<file path="src/rtl/updown_seq_ctrl_if.sv">
// Control/feedback bundle between updown_seq_ctrl and the counter datapath.
// master = sequencer side, slave = counter/host side.
interface updown_seq_ctrl_if #(
  parameter int DWELL_W = 8
) ();
  logic               start;
  logic               abort;
  logic [2:0]         mode_en;
  logic [DWELL_W-1:0] dwell;
  logic [3:0]         q_in;
  logic [1:0]         m;
  logic               cnt_clr;
  logic               busy;
  logic               done;
  logic               err;

  modport master (
    input  start, abort, mode_en, dwell, q_in,
    output m, cnt_clr, busy, done, err
  );

  modport slave (
    output start, abort, mode_en, dwell, q_in,
    input  m, cnt_clr, busy, done, err
  );
endinterface

</file>
<file path="src/rtl/updown_seq_ctrl.sv">
// Steps the up/down/decade counter through the enabled modes (clear + dwell each).
// Define SEQ_CHECK_EN to build the q_in feedback checker and sticky err flag.
module updown_seq_ctrl #(
  parameter int DWELL_W = 8
) (
  input  logic              clk,
  input  logic              clr,
  updown_seq_ctrl_if.master sif
);

  typedef enum logic [1:0] {S_IDLE, S_CLEAR, S_RUN, S_DONE} state_t;

  state_t             r_state, w_nstate;
  logic [1:0]         r_sel, w_nsel;
  logic [2:0]         r_men;
  logic [DWELL_W-1:0] r_dwell;
  logic [DWELL_W-1:0] r_dcnt;
  logic [1:0]         r_m;
  logic               r_cnt_clr, r_busy, r_done;
  logic [1:0]         w_first, w_next;
  logic               w_has_next;
  logic               w_start_acc;

  assign w_start_acc = (r_state == S_IDLE) && sif.start && !sif.abort;

  // Mode index doubles as the m code: 0 = up, 1 = down, 2 = decade.
  always_comb begin
    w_first    = 2'd2;
    if (sif.mode_en[0])      w_first = 2'd0;
    else if (sif.mode_en[1]) w_first = 2'd1;
    w_has_next = 1'b0;
    w_next     = r_sel;
    if (r_sel == 2'd0 && r_men[1]) begin
      w_has_next = 1'b1;
      w_next     = 2'd1;
    end else if (r_sel != 2'd2 && r_men[2]) begin
      w_has_next = 1'b1;
      w_next     = 2'd2;
    end
  end

  always_comb begin
    w_nstate = r_state;
    w_nsel   = r_sel;
    unique case (r_state)
      S_IDLE: if (w_start_acc) begin
        if (sif.mode_en != 3'b000) begin
          w_nstate = S_CLEAR;
          w_nsel   = w_first;
        end else begin
          w_nstate = S_DONE;
        end
      end
      S_CLEAR: w_nstate = S_RUN;
      S_RUN: if (r_dcnt == DWELL_W'(1)) begin
        if (w_has_next) begin
          w_nstate = S_CLEAR;
          w_nsel   = w_next;
        end else begin
          w_nstate = S_DONE;
        end
      end
      S_DONE: w_nstate = S_IDLE;
      default: w_nstate = S_IDLE;
    endcase
    if (sif.abort && r_state != S_IDLE) w_nstate = S_IDLE;
  end

  always_ff @(posedge clk or negedge clr) begin
    if (!clr) begin
      r_state   <= S_IDLE;
      r_sel     <= 2'd0;
      r_men     <= 3'b000;
      r_dwell   <= '0;
      r_dcnt    <= '0;
      r_m       <= 2'd0;
      r_cnt_clr <= 1'b0;
      r_busy    <= 1'b0;
      r_done    <= 1'b0;
    end else begin
      r_state <= w_nstate;
      r_sel   <= w_nsel;
      if (w_start_acc) begin
        r_men   <= sif.mode_en;
        r_dwell <= sif.dwell;
      end
      if (r_state == S_CLEAR)
        r_dcnt <= (r_dwell == '0) ? DWELL_W'(1) : r_dwell;
      else if (r_state == S_RUN)
        r_dcnt <= r_dcnt - DWELL_W'(1);
      // Outputs are decoded from the next state so they line up with it.
      r_m       <= (w_nstate == S_CLEAR || w_nstate == S_RUN) ? w_nsel : 2'd0;
      r_cnt_clr <= (w_nstate == S_RUN);
      r_busy    <= (w_nstate == S_CLEAR || w_nstate == S_RUN);
      r_done    <= (w_nstate == S_DONE);
    end
  end

  assign sif.m       = r_m;
  assign sif.cnt_clr = r_cnt_clr;
  assign sif.busy    = r_busy;
  assign sif.done    = r_done;

`ifdef SEQ_CHECK_EN
  logic [3:0] r_exp;
  logic       r_err;

  always_ff @(posedge clk or negedge clr) begin
    if (!clr) begin
      r_exp <= 4'd0;
      r_err <= 1'b0;
    end else begin
      if (w_start_acc)
        r_err <= 1'b0;
      else if (r_state == S_RUN && sif.q_in != r_exp)
        r_err <= 1'b1;
      if (r_state == S_CLEAR) begin
        r_exp <= (r_sel == 2'd1) ? 4'hF : 4'h0;
      end else if (r_state == S_RUN) begin
        unique case (r_sel)
          2'd0:    r_exp <= r_exp + 4'd1;
          2'd1:    r_exp <= r_exp - 4'd1;
          default: r_exp <= (r_exp == 4'd9) ? 4'd0 : r_exp + 4'd1;
        endcase
      end
    end
  end

  assign sif.err = r_err;
`else
  logic w_unused;
  assign w_unused = ^sif.q_in;
  assign sif.err  = 1'b0;
`endif

endmodule

</file>
<file path="src/flat_wrapper.sv">
// flat-port wrapper written by rule: the top's interface ports become plain ports
module updown_seq_ctrl_flat 
#(
  parameter int DWELL_W = 8
)
  (clk, clr, sif_start, sif_abort, sif_mode_en, sif_dwell, sif_q_in, sif_m, sif_cnt_clr, sif_busy, sif_done, sif_err);
  updown_seq_ctrl_if #(.DWELL_W(DWELL_W)) sif_i ();
  input  logic clk;
  input  logic clr;
  input wire logic [$bits(sif_i.start)-1:0] sif_start;
  input wire logic [$bits(sif_i.abort)-1:0] sif_abort;
  input wire logic [$bits(sif_i.mode_en)-1:0] sif_mode_en;
  input wire logic [$bits(sif_i.dwell)-1:0] sif_dwell;
  input wire logic [$bits(sif_i.q_in)-1:0] sif_q_in;
  output wire logic [$bits(sif_i.m)-1:0] sif_m;
  output wire logic [$bits(sif_i.cnt_clr)-1:0] sif_cnt_clr;
  output wire logic [$bits(sif_i.busy)-1:0] sif_busy;
  output wire logic [$bits(sif_i.done)-1:0] sif_done;
  output wire logic [$bits(sif_i.err)-1:0] sif_err;
  assign sif_i.start = sif_start;
  assign sif_i.abort = sif_abort;
  assign sif_i.mode_en = sif_mode_en;
  assign sif_i.dwell = sif_dwell;
  assign sif_i.q_in = sif_q_in;
  assign sif_m = sif_i.m;
  assign sif_cnt_clr = sif_i.cnt_clr;
  assign sif_busy = sif_i.busy;
  assign sif_done = sif_i.done;
  assign sif_err = sif_i.err;
  updown_seq_ctrl #(.DWELL_W(DWELL_W)) u_core (.clk(clk), .clr(clr), .sif(sif_i));
endmodule
</file>
<file path="config.mk">
export PLATFORM = sky130hd
export DESIGN_NAME = updown_seq_ctrl_flat
export DESIGN_NICKNAME = d
export VERILOG_FILES = /design/src/rtl/updown_seq_ctrl_if.sv /design/src/rtl/updown_seq_ctrl.sv /design/src/flat_wrapper.sv
export SDC_FILE = /design/constraint.sdc
export NUM_CORES = 1
export LEC_CHECK = 0
export ABC_AREA = 1
export CORE_AREA = 2 2 53 55
export CTS_CLUSTER_DIAMETER = 150
export CTS_CLUSTER_SIZE = 40
export DETAILED_ROUTE_END_ITERATION = 16
export DIE_AREA = 0 0 55 57
export DONT_BUFFER_PORTS = 1
export PLACE_DENSITY = 0.81
export SYNTH_ARGS = -nofsm -noshare
export SYNTH_HDL_FRONTEND = slang
export SYNTH_SLANG_ARGS = --single-unit
export TNS_END_PERCENT = 30
</file>
<file path="constraint.sdc">
create_clock -name clk -period 4.8 [get_ports clk]
set_input_delay 0.72 -clock clk [delete_from_list [all_inputs] [get_ports clk]]
set_output_delay 0.72 -clock clk [all_outputs]
set_load 0.05 [all_outputs]
</file>
==> results.ini <==
[yosys]
async_flop_share_pct=100.0
yosys_area_um2=1476
ys_ff=27
yosysTopAreaCellShare_pct=45.76
synthTopCellsByArea=dfrtp_1, nand2_1, inv_1, ha_1, o21ai_0
synthMuxAreaShare_pct=0
yosys_warnings=0

[die]
die_h_um=57
rows=19
die_area_um2=3135
ios=25

[critical_path]
timing.rr.start=u_core.r_state[0]$_DFF_PN0_
cp-start-kind=flip-flop
critPathKind=reg2reg
cp_slowest_cell=dfrtp_1
path_buffers=1
crit_path_max_incr_delay_ns=0.44

[cts]
cts_buffers=3

[power_and_ir_drop]
p_comb_mw=0.499
ir_worst_vdd_v=0.0004401
finalPower_mw=1.057

[finish]
fin_area_um2=1519
syn_to_final_growth_pct=2.882
sh_seq_area_pct=44.48
nClkBuffers=4
num_antenna_cells=0
largest_class=registers

[drt]
via_per_inst=5.429
first_pass_iters=4

[run_status]
status=finished, final reports clean

[global_routing]
grt_max_degree=28
grt_antenna_before_repair=0

[place]
place_worst_setup_slack_ns=2.538
dpl-instance-area_um2=1493

[timing]
timing.final.crit_share_pct=47.96
report.final.slew_viol_count=0
rsz0062_at_grt=false

[min_path]
min_path_type=in2async

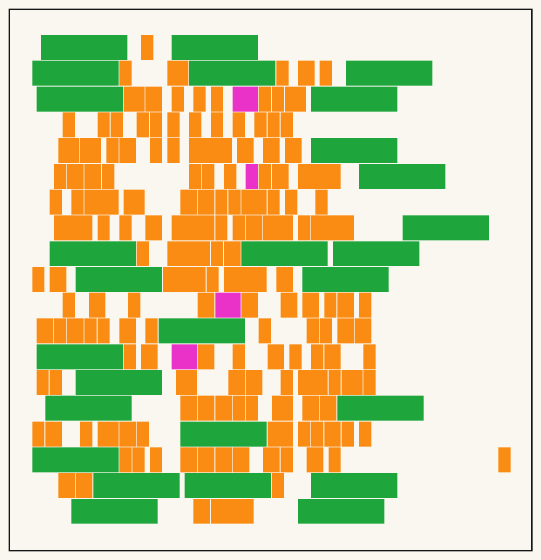
(cells coloured by class)
[registers] green | cells: 27 | share of their area: 46%
[remaining logic cells] orange | cells: 157 | share of their area: 53%
[clock drivers and dummy loads] magenta | cells: 4 | share of their area: 1.8%

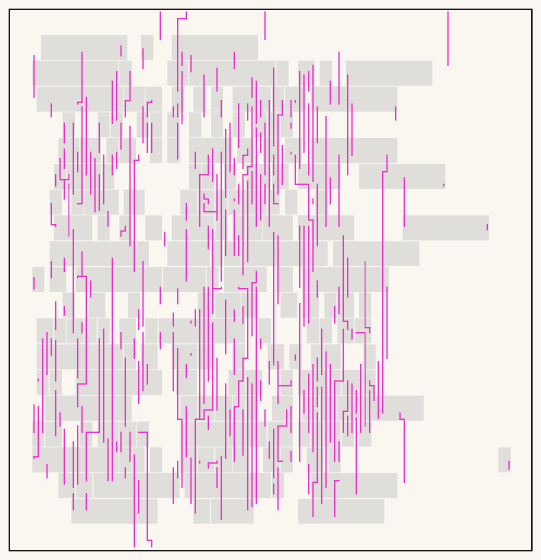
(the metal 2 layer)
Cells faint in the background.
main direction: vertical
longest straight run: 25.5 µm
share of all routed wire: 46%
wire length on this layer: 1,280 µm
nets with wire on the layer: 165

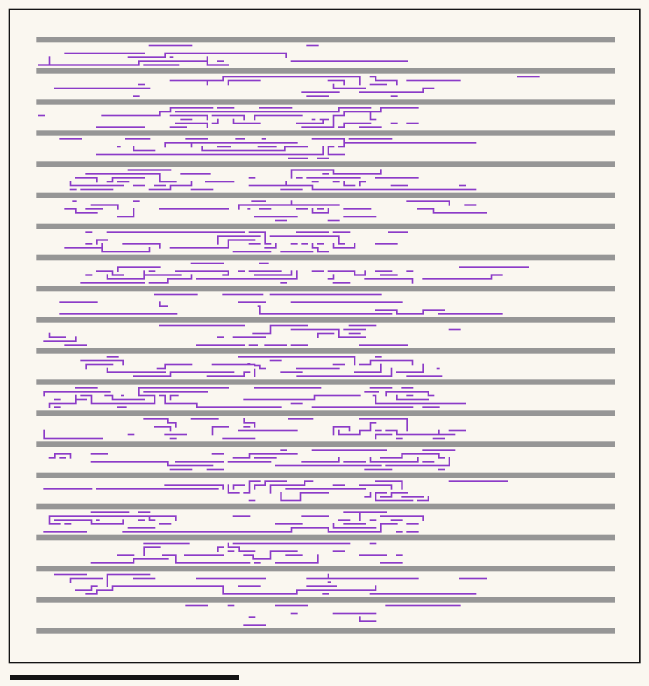
(the metal 1 layer)
Scale bar: 20 µm. Supply wires on this layer in grey.
main direction: horizontal
longest straight run: 19.8 µm
wire length on this layer: 1,290 µm
nets with wire on the layer: 186

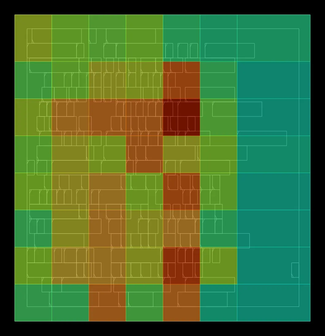
(track usage over the die)
M1 GR Usage: 32.39%
Tot GR Track Use: 22.12%

